### config.mk
export PLATFORM = sky130hd
export DESIGN_NAME = bcd_updown_cnt
export DESIGN_NICKNAME = d
export VERILOG_FILES = /design/src/rtl/bcd_updown_cnt.sv
export SDC_FILE = /design/constraint.sdc
export NUM_CORES = 1
export LEC_CHECK = 0
export CELL_PAD_IN_SITES_DETAIL_PLACEMENT = 1
export CELL_PAD_IN_SITES_GLOBAL_PLACEMENT = 1
export CORE_MARGIN = 10
export CORE_UTILIZATION = 32
export DETAILED_ROUTE_END_ITERATION = 8
export PLACE_DENSITY = 0.67
export REMOVE_ABC_BUFFERS = 1
export SLEW_MARGIN = 40
export SYNTH_ARGS = -nofsm -noshare
export SYNTH_HDL_FRONTEND = slang
export SYNTH_SLANG_ARGS = --single-unit
### constraint.sdc
create_clock -name CLK -period 3.87 [get_ports CLK]
set_input_delay 1.161 -clock CLK [delete_from_list [all_inputs] [get_ports CLK]]
set_output_delay 1.161 -clock CLK [all_outputs]
set_load 0.005 [all_outputs]
### src/rtl/bcd_updown_cnt.sv
// rtl/bcd_updown_cnt.sv - N-digit BCD up/down counter with load, wrap/saturate and status flags
module bcd_updown_cnt #(
  parameter int DIGITS   = 2,
  parameter bit SATURATE = 1'b0
) (
  input  logic                  CLK,
  input  logic                  CLRN,
  input  logic                  CLR_CNT,
  input  logic                  LD,
  input  logic [4*DIGITS-1:0]   LD_VAL,
  input  logic                  INC,
  input  logic                  DEC,
  output logic [4*DIGITS-1:0]   CNT,
  output logic                  CARRY,
  output logic                  BORROW,
  output logic                  OVF,
  output logic                  BADLD,
  output logic                  ZERO,
  output logic                  MAX
);

  localparam int W = 4*DIGITS;

  logic [W-1:0]    inc_val;
  logic [W-1:0]    dec_val;
  logic [DIGITS:0] cy_chain;
  logic [DIGITS:0] bw_chain;
  logic            ld_ok;

  // Ripple carry/borrow per digit; a digit only moves when every lower digit rolls over.
  always_comb begin
    inc_val     = '0;
    dec_val     = '0;
    cy_chain    = '0;
    bw_chain    = '0;
    ld_ok       = 1'b1;
    cy_chain[0] = 1'b1;
    bw_chain[0] = 1'b1;
    for (int k = 0; k < DIGITS; k++) begin
      if (!cy_chain[k])
        inc_val[4*k +: 4] = CNT[4*k +: 4];
      else if (CNT[4*k +: 4] == 4'd9)
        inc_val[4*k +: 4] = 4'd0;
      else
        inc_val[4*k +: 4] = CNT[4*k +: 4] + 4'd1;
      cy_chain[k+1] = cy_chain[k] && (CNT[4*k +: 4] == 4'd9);

      if (!bw_chain[k])
        dec_val[4*k +: 4] = CNT[4*k +: 4];
      else if (CNT[4*k +: 4] == 4'd0)
        dec_val[4*k +: 4] = 4'd9;
      else
        dec_val[4*k +: 4] = CNT[4*k +: 4] - 4'd1;
      bw_chain[k+1] = bw_chain[k] && (CNT[4*k +: 4] == 4'd0);

      if (LD_VAL[4*k +: 4] > 4'd9)
        ld_ok = 1'b0;
    end
  end

  assign ZERO = (CNT == '0);
  assign MAX  = (CNT == {DIGITS{4'h9}});

  always_ff @(posedge CLK or negedge CLRN) begin
    if (!CLRN) begin
      CNT    <= '0;
      CARRY  <= 1'b0;
      BORROW <= 1'b0;
      OVF    <= 1'b0;
      BADLD  <= 1'b0;
    end else begin
      CARRY  <= 1'b0;
      BORROW <= 1'b0;
      BADLD  <= 1'b0;
      if (CLR_CNT) begin
        CNT <= '0;
        OVF <= 1'b0;
      end else if (LD) begin
        if (ld_ok)
          CNT <= LD_VAL;
        else
          BADLD <= 1'b1;
      end else if (INC && !DEC) begin
        if (MAX) begin
          OVF <= 1'b1;
          if (!SATURATE) begin
            CNT   <= '0;
            CARRY <= 1'b1;
          end
        end else begin
          CNT <= inc_val;
        end
      end else if (DEC && !INC) begin
        if (ZERO) begin
          OVF <= 1'b1;
          if (!SATURATE) begin
            CNT    <= {DIGITS{4'h9}};
            BORROW <= 1'b1;
          end
        end else begin
          CNT <= dec_val;
        end
      end
    end
  end

endmodule

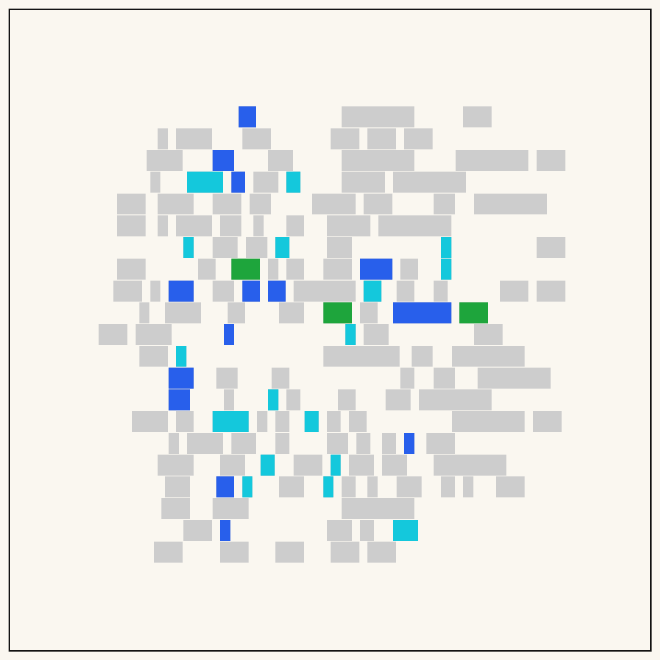
(selected gate families)
Drawn at 8 px/um.
AND-OR and OR-AND gates -> green  # cells 3
NAND gates -> blue  # cells 14
NOR gates -> cyan  # cells 17
filler-free cell count of the finished design: 195
most numerous logic cell after layout: clkdlybuf4s50_1
Comb area share: 52.3%

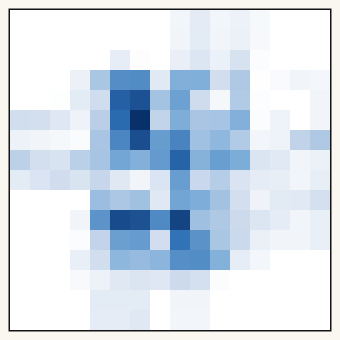
(wiring heat map)
Drawn at 4 px/um. The die is cut into 16 by 16 equal tiles; white is low, dark blue is high, scaled to the fullest tile. Values are wire area over tile area, all layers added.
mean over tiles = 0.078
densest ninth of the die = middle
fullest tile = 0.44
nearly empty tiles = 36%
emptiest ninth of the die = bottom right
tiles over half the peak = 11%

==> results.yml <==
# synthesis and place-and-route metrics
cells_and_area:
  final_net_count: 175
  largest_register_ff_count: 8
  logic_area_um2: 769
  final_cell_area_mm2: 0.00147
  final_core_util_pct: 43.1
  fillCellCount: 416
  ff_count: 12
  signal_buffer_area_fraction_pct: 18.9
  n_all_buffers: 28
  layout-area-overhead-vs-synth_pct: 27.8
  clock_buffer_count: 3
  register_area_um2: 300
  final-clk-cell-share_pct: 1.53
  layout.comb_gates.multi_input: 94
  seqAreaFraction_pct: 20.4
  drive_above_1_share_pct: 10.7
  largest_register: "CNT"
  commonest_cells_after_routing_fill_and_taps_aside: "clkdlybuf4s50_1 (27), dfrtp_1 (12), inv_1 (12)"
  dominant-cell-class: "multi-input combinational cells"
  non_clock_inverter_count: 12
hold_path:
  hold_start: "OVF"
  min-delay-path-class: "reg2reg"
  hold_end: "OVF"
  worstHoldPathCells: 1
grt:
  track_usage_pct: 10.4
  largest_net_degree_at_the_start_of_global_routing: 14
  grt_pass1_wl_um: 5350
  grt_overflow_total: 0
  number_of_antenna_violations_at_the_first_check_in_global_routing: 0
  grt_pass1_vias: 1079
cts:
  cts.hold.buffers_added: 0
  cts-htree-levels: 1
  postCtsSetupRepairBufs: 0
  tritoncts_num_sinks: 12
  clock-root-buffer: "clkbuf_4"
  clk_pin_slew_ns: 0.06
  clock_tree_from_tritoncts: "built"
  cts_inserted_buffers: 3
  postCtsResizedCells: 0
  clock.latency.late_pin_ns: 0.26
pwr:
  report.power.total_w: 0.000510
  power_top_consumer: "combinational logic"
  cell_internal_pwr_w: 0.000314
  powerDensity_mw_per_mm2: 346
  power.switching_fraction_pct: 38.4
  pg_seq_w: 0.000192
  p_seq_share_pct: 37.7
  comb_power_w: 0.000248
  combinationalPowerShare_pct: 48.6
  total_switching_power_w: 0.000196
  vdd_ir_drop_max_v: 0.0000983
  leakage_nw: 0.621
  powerClk_w: 0.0000703
logic_synthesis:
  post-synth-top-area-fraction_pct: 26.1
  netlist_top_cells_area: "dfrtp_1 (26%), ha_1 (11%), inv_1 (3.9%)"
  logic_family: "simple AND/OR/NAND/NOR gates"
  xor_area_share_pct: 0
  post_synth_and_or_nand_nor_area_fraction_pct: 26.6
  leading_register_cell_type_out_of_synthesis: "dfrtp_1"
  area_of_the_mapped_netlist_mm2: 0.00115
  syn_avg_cell_area_um2: 9.29
  post_synth_inst_count: 124
  ys_async_sr_fraction_pct: 100
  largest_area_cell: "dfrtp_1"
  yosys_cells: 124
  synthDistinctLibCells: 51
  synth_flop_count: 12
  flip_flops_with_a_built_in_enable: 0
  synth-seq-area-share_pct: 26.1
  yosys-stat-area_mm2: 0.00115
  synthesis.yosys.warnings: 0
  netlist_top_cells_count: "dfrtp_1 (12), inv_1 (12), ha_1 (10)"
  post_synth_mux_area_share_pct: 5.65
detailed_routing:
  met2RoutedLength_um: 1460
  ant_nets: 0
  dr.max_layer_used: "met4"
  routed-wl-met3_um: 101
  drt-met1-wl_um: 1630
  drtPass1Iterations: 4
  route.vias.total: 1053
  detail_route.vias_per_cell: 5.40
  drt_wl_total_um: 3240
  drt_first_iter_violations: 36
sta:
  report.final.slew_viol_count: 0
  layout_worst_path_cycle_share_pct: 85.3
  fmax_mhz: 303
  worst-slew-pin-transition_ns: 0.537
  worst_hold_slack_ns: 0.508
  final-setup-viol-count: 0
  fin_crit_ns: 3.30
  slew-limit-headroom_pct: 64.1
  postLayoutSetupSlackWorst_ns: 0.570
  hold_viol_final: 0
  setup-tns-final_ns: 0
  rsz0062_at_grt: "false"
  skew_ns: 0.00119
placed_design:
  placedInstanceArea_mm2: 0.00145
  detailed_placement_hpwl_um: 2700
  numPortBuffers: 27
  worst_slack_after_detailed_placement_ns: 0.733
  routabilityCongestion: 0.795
  place_inst: 192
setup_path:
  critical_path.reg2reg.startpoint: "CNT[0]"
  cp_cell_sequence: "inv_1, ha_1, or3b_1, nor2_1, clkdlybuf4s50_1"
  start_kind: "flip-flop"
  timing.critical_path.required_ns: 2.71
  rr_endpoint: "CNT[7]"
  crit_path_top_delay_cell: "clkdlybuf4s50_1"
  endpoint: "ZERO"
  slowest_cell_delay_on_critical_path_ns: 0.51
  critPathKind: "reg2out"
  timing.critical_path.depth: 5
  worst-r2r-setup-slack_ns: 1.84
  critical_path.max_fanout: 9
  cp_data_arrival_time_ns: 2.14
  timing.critical_path.from: "CNT[4]"
  worst_setup_path_end_kind: "output pin"
  critical_path_buf_inv_count: 2
flow_run:
  drv.max_cap_violation_count: 0
  number_of_warnings_in_the_stage_logs: 32
die:
  floorplan.die_area_mm2: 0.00640
  num_tap_cells: 46
  number_of_rows_created_at_floorplan: 21
  width_of_the_die_um: 80.0
  fp.coreArea_mm2: 0.00342
  floorplan.core_util_pct: 33.7
  ioPinCount: 28
  chipHeight_um: 80.0
status:
  run_status: "completed"
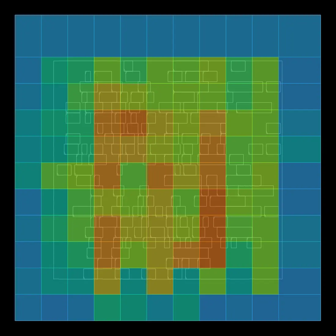
(routing congestion map)
Global Route met3 Usage: 1.01%
Routed wire per std cell: 16.6 um
fraction of met1 tracks used by global routing: 13.8%
busiest metal layer after global routing: met2
met2 routing resource usage after global routing: 16.2%

No activity file was given, so power comes from the tool's default toggle rates.
